--- src/rtl/phy_rx_serial_to_parallel_if.sv ---
// Receive-lane signal bundle: serial bit in, recovered byte plus valid/lock flags out.
// The slave modport is the deserializer; the master modport is the bit source / byte consumer.
interface phy_rx_serial_to_parallel_if;
  logic       data_in;
  logic [7:0] data_out;
  logic       valid_out;
  logic       active;

  modport slave (
    input  data_in,
    output data_out,
    output valid_out,
    output active
  );

  modport master (
    output data_in,
    input  data_out,
    input  valid_out,
    input  active
  );
endinterface

--- src/rtl/phy_rx_serial_to_parallel.sv ---
// One PHY receive lane: bit-slides onto the comma code, locks after COM_COUNT aligned commas,
// then presents each recovered non-comma byte for one full byte time (8 clk_32f cycles).
module phy_rx_serial_to_parallel #(
  parameter logic [7:0] COMMA     = 8'hBC,
  parameter int         COM_COUNT = 4
) (
  input  logic                                clk_32f,
  input  logic                                reset,
  phy_rx_serial_to_parallel_if.slave          rx
);

  localparam int         DATA_W  = 8;
  localparam logic [3:0] COM_TGT = 4'(COM_COUNT);

  typedef enum logic [1:0] {
    SEARCH = 2'd0,
    LOCK   = 2'd1,
    ACTIVE = 2'd2
  } state_t;

  state_t              state_q, state_d;
  logic [DATA_W-1:0]   sr_q;
  logic [2:0]          bit_cnt_q, bit_cnt_d;
  logic [3:0]          com_cnt_q, com_cnt_d;
  logic [DATA_W-1:0]   data_q, data_d;
  logic                valid_q, valid_d;
  logic                active_q, active_d;

  logic [DATA_W-1:0]   word;
  logic                boundary;
  logic                comma_hit;
  logic [3:0]          com_cnt_inc;

  function automatic logic is_comma(input logic [DATA_W-1:0] w);
    return (w == COMMA);
  endfunction

  // Candidate word includes the bit being sampled on this edge, so a byte is
  // recognised on the same edge that captures its LSB.
  assign word        = {sr_q[DATA_W-2:0], rx.data_in};
  assign boundary    = (bit_cnt_q == 3'd7);
  assign comma_hit   = is_comma(word);
  assign com_cnt_inc = com_cnt_q + 4'd1;

  always_comb begin
    state_d   = state_q;
    bit_cnt_d = bit_cnt_q;
    com_cnt_d = com_cnt_q;
    data_d    = data_q;
    valid_d   = valid_q;

    unique case (state_q)
      SEARCH: begin
        valid_d = 1'b0;
        if (comma_hit) begin
          bit_cnt_d = 3'd0;
          com_cnt_d = 4'd1;
          state_d   = (COM_TGT == 4'd1) ? ACTIVE : LOCK;
        end
      end

      LOCK: begin
        valid_d   = 1'b0;
        bit_cnt_d = bit_cnt_q + 3'd1;
        if (boundary) begin
          if (comma_hit) begin
            com_cnt_d = com_cnt_inc;
            if (com_cnt_inc == COM_TGT) begin
              state_d = ACTIVE;
            end
          end else begin
            // A misaligned match from SEARCH lands here; fall back to bit-sliding.
            com_cnt_d = 4'd0;
            state_d   = SEARCH;
          end
        end
      end

      ACTIVE: begin
        bit_cnt_d = bit_cnt_q + 3'd1;
        if (boundary) begin
          if (comma_hit) begin
            valid_d = 1'b0;
          end else begin
            data_d  = word;
            valid_d = 1'b1;
          end
        end
      end

      default: begin
        state_d   = SEARCH;
        bit_cnt_d = 3'd0;
        com_cnt_d = 4'd0;
        valid_d   = 1'b0;
      end
    endcase

    active_d = (state_d == ACTIVE);
  end

  // ---- register stage: shift register, control state and output byte ----
  always_ff @(posedge clk_32f) begin
    if (reset) begin
      state_q   <= SEARCH;
      sr_q      <= '0;
      bit_cnt_q <= 3'd0;
      com_cnt_q <= 4'd0;
      data_q    <= '0;
      valid_q   <= 1'b0;
      active_q  <= 1'b0;
    end else begin
      state_q   <= state_d;
      sr_q      <= word;
      bit_cnt_q <= bit_cnt_d;
      com_cnt_q <= com_cnt_d;
      data_q    <= data_d;
      valid_q   <= valid_d;
      active_q  <= active_d;
    end
  end

  assign rx.data_out  = data_q;
  assign rx.valid_out = valid_q;
  assign rx.active    = active_q;

endmodule

--- src/flat_wrapper.sv ---
// flat-port wrapper written by rule: the top's interface ports become plain ports
module phy_rx_serial_to_parallel_flat 
#(
  parameter logic [7:0] COMMA     = 8'hBC,
  parameter int         COM_COUNT = 4
)
  (clk_32f, reset, rx_data_in, rx_data_out, rx_valid_out, rx_active);
  phy_rx_serial_to_parallel_if rx_i ();
  input  logic clk_32f;
  input  logic reset;
  input wire logic [$bits(rx_i.data_in)-1:0] rx_data_in;
  output wire logic [$bits(rx_i.data_out)-1:0] rx_data_out;
  output wire logic [$bits(rx_i.valid_out)-1:0] rx_valid_out;
  output wire logic [$bits(rx_i.active)-1:0] rx_active;
  assign rx_i.data_in = rx_data_in;
  assign rx_data_out = rx_i.data_out;
  assign rx_valid_out = rx_i.valid_out;
  assign rx_active = rx_i.active;
  phy_rx_serial_to_parallel #(.COMMA(COMMA), .COM_COUNT(COM_COUNT)) u_core (.clk_32f(clk_32f), .reset(reset), .rx(rx_i));
endmodule
--- config.mk ---
export PLATFORM = sky130hd
export DESIGN_NAME = phy_rx_serial_to_parallel_flat
export DESIGN_NICKNAME = d
export VERILOG_FILES = /design/src/rtl/phy_rx_serial_to_parallel_if.sv /design/src/rtl/phy_rx_serial_to_parallel.sv /design/src/flat_wrapper.sv
export SDC_FILE = /design/constraint.sdc
export NUM_CORES = 1
export LEC_CHECK = 0
export CAP_MARGIN = 20
export CORE_MARGIN = 2
export CORE_UTILIZATION = 64
export CTS_BUF_LIST = sky130_fd_sc_hd__clkbuf_16
export DETAILED_ROUTE_END_ITERATION = 6
export DONT_BUFFER_PORTS = 1
export PLACE_DENSITY_LB_ADDON = 0.2
export SLEW_MARGIN = 20
export SYNTH_ARGS = -nofsm -noshare
export SYNTH_HDL_FRONTEND = slang
export SYNTH_SLANG_ARGS = --single-unit
export TNS_END_PERCENT = 1
--- constraint.sdc ---
create_clock -name clk_32f -period 3.3 [get_ports clk_32f]
set_input_delay 0.825 -clock clk_32f [delete_from_list [all_inputs] [get_ports clk_32f]]
set_output_delay 0.825 -clock clk_32f [all_outputs]
set_load 0.02 [all_outputs]
==> run summary, run 1 <==
yosys + openroad results -> status=complete, no violations, post-synth cell types=36, Mean Syn Cell Area=9.39 um2, CP Buf/Inv Count=0, Comb pwr share=0.4%, drt first pass iters=4, DP Worst Slack=873 ps, largest class=logic gates, post-route insts no fill=144, Sink Count=26, critical-path cell list=nor4_1, o21ai_0, o32a_1, and2_1, syn nets=134, CP required=3450 ps, Port Buffer Count=0, share of cells above drive strength 1=5.88%, hold path startpoint=u_core.bit_cnt_q[2], most frequent cell after synthesis=dfxtp_1, Final #Nets=132, most frequent cells in the layout=dfxtp_1 (26), nor2_1 (10), nand3_1 (9), a21oi_1 (9), crit path capture type=flip-flop, Final TNS setup=0 ps, Tmin final=2200 ps, R2R Setup Slk=1230 ps, final instance area=1230 um2, AO/OA Area Share=13.9%, Post-DP Area=1160 um2, Layout area overhead=6.61%, Yosys warning count=0, vias per inst=5.93, antenna-violating nets left=0, Slew HR=47.0%, Area leader share=45.1%, Most Crowded Layer GR=met2, Non-clock buffering overhead=0%, postcts setup bufs=0, Critical Path Start=rx_data_in, initial antenna violation count=0, origin of the critical flop-to-flop path=u_core.sr_q[0], Worst-Skew Late Latency=250 ps
### Cells coloured by class, run 1

(8 px per um)
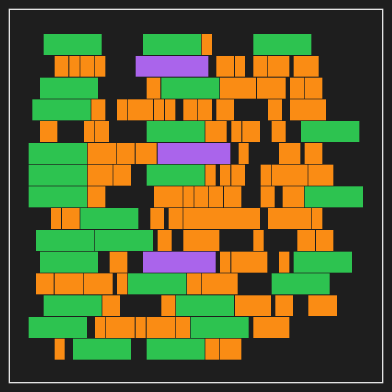
| colour | class | cells |
|---|---|---|
| green | flip-flops | 26 |
| purple | cells driving clock nets | 3 |
| orange | all other logic | 90 |

### Nets reached from selected ports, run 1

(6 px per um)
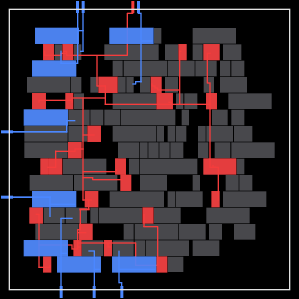
| colour | port | bits | direction | edge | end cells | buffers | wire |
|---|---|---|---|---|---|---|---|
| red | reset | 1 | input | top | 26 | 0 | 208 um |
| blue | rx_data_out | 8 | output | 3 top, 3 bottom, 2 left | 8 | 0 | 97.3 um |

### Cell area per tile, run 1

(8 px per um) The die is cut into 9 by 9 equal tiles; dark blue is low, red is high, 0 to 100% covered.
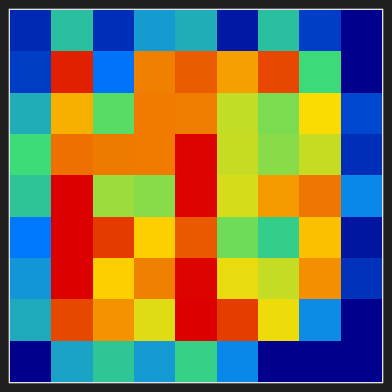
densest ninth of the die: middle
tiles over 75% full: 37%
fullest tile: 100%
mean over tiles: 56%
nearly empty tiles: 8.6%
emptiest ninth of the die: bottom right
FP Util: 67.6%
Layout Utilization: 72.1%

--- run 2 (diff from run 1) ---
Settings changed: CORE_UTILIZATION 64 to 60.
Clock period 3.3 ns to 2.2 ns, I/O delays scaled along.
### Placed standard cells, run 2

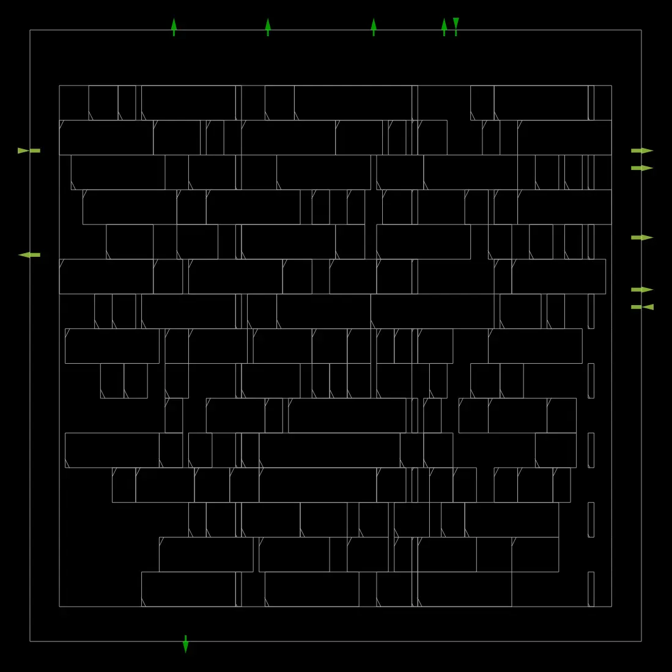
post-route insts no fill: 147
fill count: 151
Row Count: 15
TAP cells: 25
Core Region: 1760 um2

==> run summary, run 2 <==
yosys + openroad results -> syn nets=134 (unchanged), R2R Setup Slk=270 ps (-960 ps), largest class=logic gates, drt first pass iters=4 (unchanged), Most Crowded Layer GR=met2, Layout Utilization=72.3% (+0.25 points), most frequent cells in the layout=dfxtp_1 (26), nor2_1 (10), nand3_1 (9), a21oi_1 (9), Slew HR=71.9% (+25 points), postcts setup bufs=0 (unchanged), Port Buffer Count=0 (unchanged), DP Worst Slack=241 ps (-632 ps), Worst-Skew Late Latency=260 ps (about the same), FP Util=65.5% (-2.2 points), crit path capture type=flip-flop, Layout area overhead=10.5%, Tmin final=1930 ps, antenna-violating nets left=0 (unchanged), share of cells above drive strength 1=8.20% (+2.3 points), CP Buf/Inv Count=1 (+1), Setup CP Type=flip-flop to flip-flop, final instance area=1280 um2 (+3.7%), Area leader share=45.1% (unchanged), combinational share of cell area=45.9%, CP Depth=6, AO/OA Area Share=13.9% (unchanged), post-synth cell types=36 (unchanged), FF-to-FF End=u_core.com_cnt_q[3], Sink Count=26 (unchanged), Final #Nets=134 (+1.5%), multi-input logic area=586 um2, Reg power frac=47.3%, critical-path cell list=ha_1, ha_1, inv_1, or4_1, a21o_1, a21oi_1, Comb pwr share=0.3% (about the same), most frequent cell after synthesis=dfxtp_1, Critical Path Start=u_core.bit_cnt_q[0], Yosys warning count=0 (unchanged), clk buf depth=2, hold path startpoint=reset, Mean Syn Cell Area=9.39 um2 (unchanged), Post-DP Area=1170 um2 (+1.3%), status=complete, no violations
### Cells coloured by class, run 2

(8 px per um)
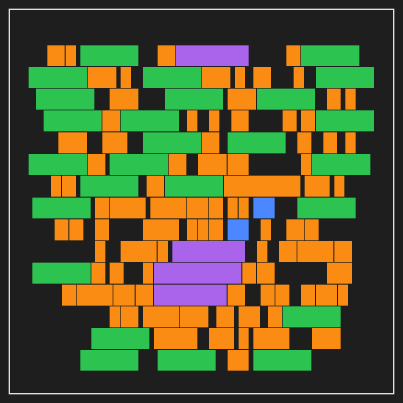
| colour | class | cells |
|---|---|---|
| orange | all other logic | 90 |
| blue | other buffers and delay cells | 2 |
| green | flip-flops | 26 |
| purple | clock drivers and dummy loads | 4 |

--- run 3 (diff from run 2) ---
Settings changed: CORE_ASPECT_RATIO set to 0.7.
### Nets reached from selected ports, run 3

(4 px per um)
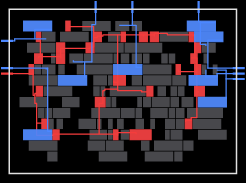
| colour | port | bits | direction | edge | end cells | buffers | wire |
|---|---|---|---|---|---|---|---|
| red | reset | 1 | input | left | 26 | 0 | 183 um |
| blue | rx_data_out | 8 | output | 3 right, 3 top, 2 left | 8 | 0 | 136 um |

==> run summary, run 3 <==
yosys + openroad results -> Slew HR=69.0% (-2.9 points), most frequent cells in the layout=dfxtp_1 (26), nor2_1 (10), nand3_1 (9), a21oi_1 (9), critical-path cell list=ha_1, ha_1, inv_1, or4_1, a21o_1, a21oi_1, Yosys warning count=0 (unchanged), antenna-violating nets left=0 (unchanged), clk buf depth=2 (unchanged), crit path capture type=flip-flop, comb area leader=simple AND/OR/NAND/NOR gates, hold path endpoint=u_core.bit_cnt_q[1], Setup CP Type=flip-flop to flip-flop, syn nets=134 (unchanged), CP Depth=6 (unchanged), CP required=2390 ps, largest net degree at the start of global routing=27, Tmin final=1930 ps (+0.0350 ps), combinational share of cell area=47.1% (+1.2 points), post-synth cell types=36 (unchanged), Reg power frac=54.7% (+7.4 points), share of cells above drive strength 1=7.44% (-0.76 points), Mean Syn Cell Area=9.39 um2 (unchanged), hold path startpoint=reset, fill count=151 (unchanged), CP Buf/Inv Count=1 (unchanged), largest class=logic gates, drt first pass iters=4 (unchanged), final instance area=1240 um2 (-2.6%), Final #Nets=134 (unchanged), FF-to-FF End=u_core.com_cnt_q[3], Port Buffer Count=0 (unchanged), Critical Path Start=u_core.bit_cnt_q[0], Worst-Skew Late Latency=260 ps (about the same), AO/OA Area Share=13.9% (unchanged), FP Util=62.8% (-2.6 points), Post-DP Area=1170 um2 (-0.32%), post-route insts no fill=143 (-2.7%), RSZ-0062 raised after global routing=no, status=complete, no violations
### Placed standard cells, run 3

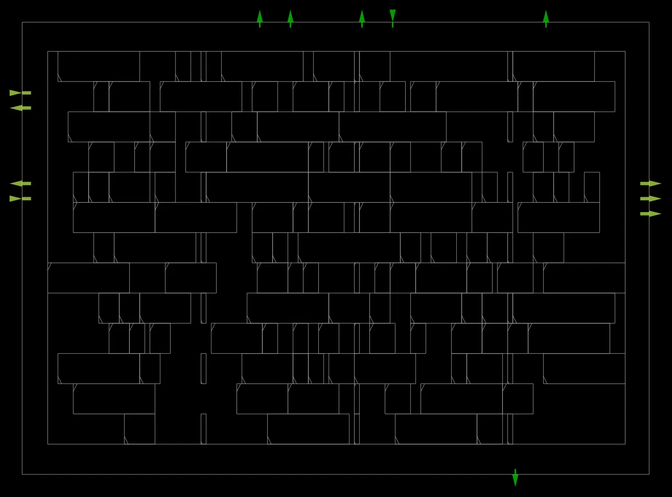
TAP cells: 22
Seq/total area: 41.9%
Layout Utilization: 67.6%
Core Region: 1840 um2
Row Count: 13


==> screenshots <==
Signal wires on met1.
picture 1
(8 px per um) Supply wires on this layer in grey.
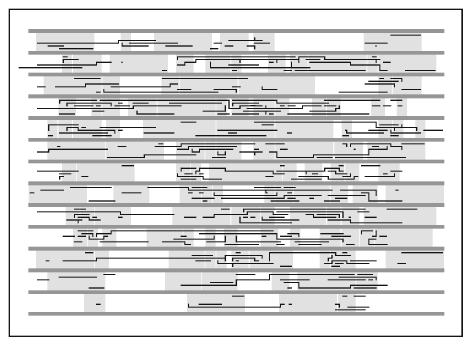
picture 2
(10 px per um) Supply wires on this layer in grey.
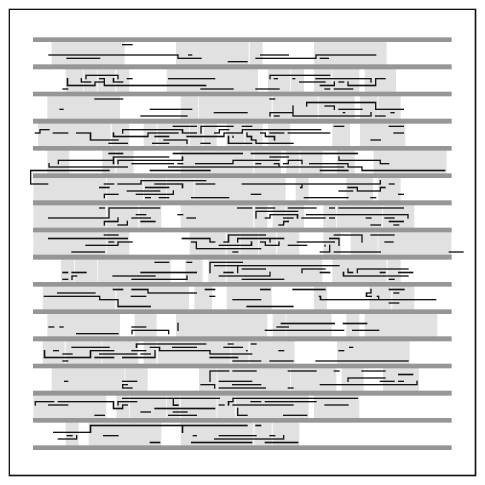
Picture 1 comes from run 3.
Picture 2 comes from run 1.

No activity file was given, so power comes from the tool's default toggle rates.
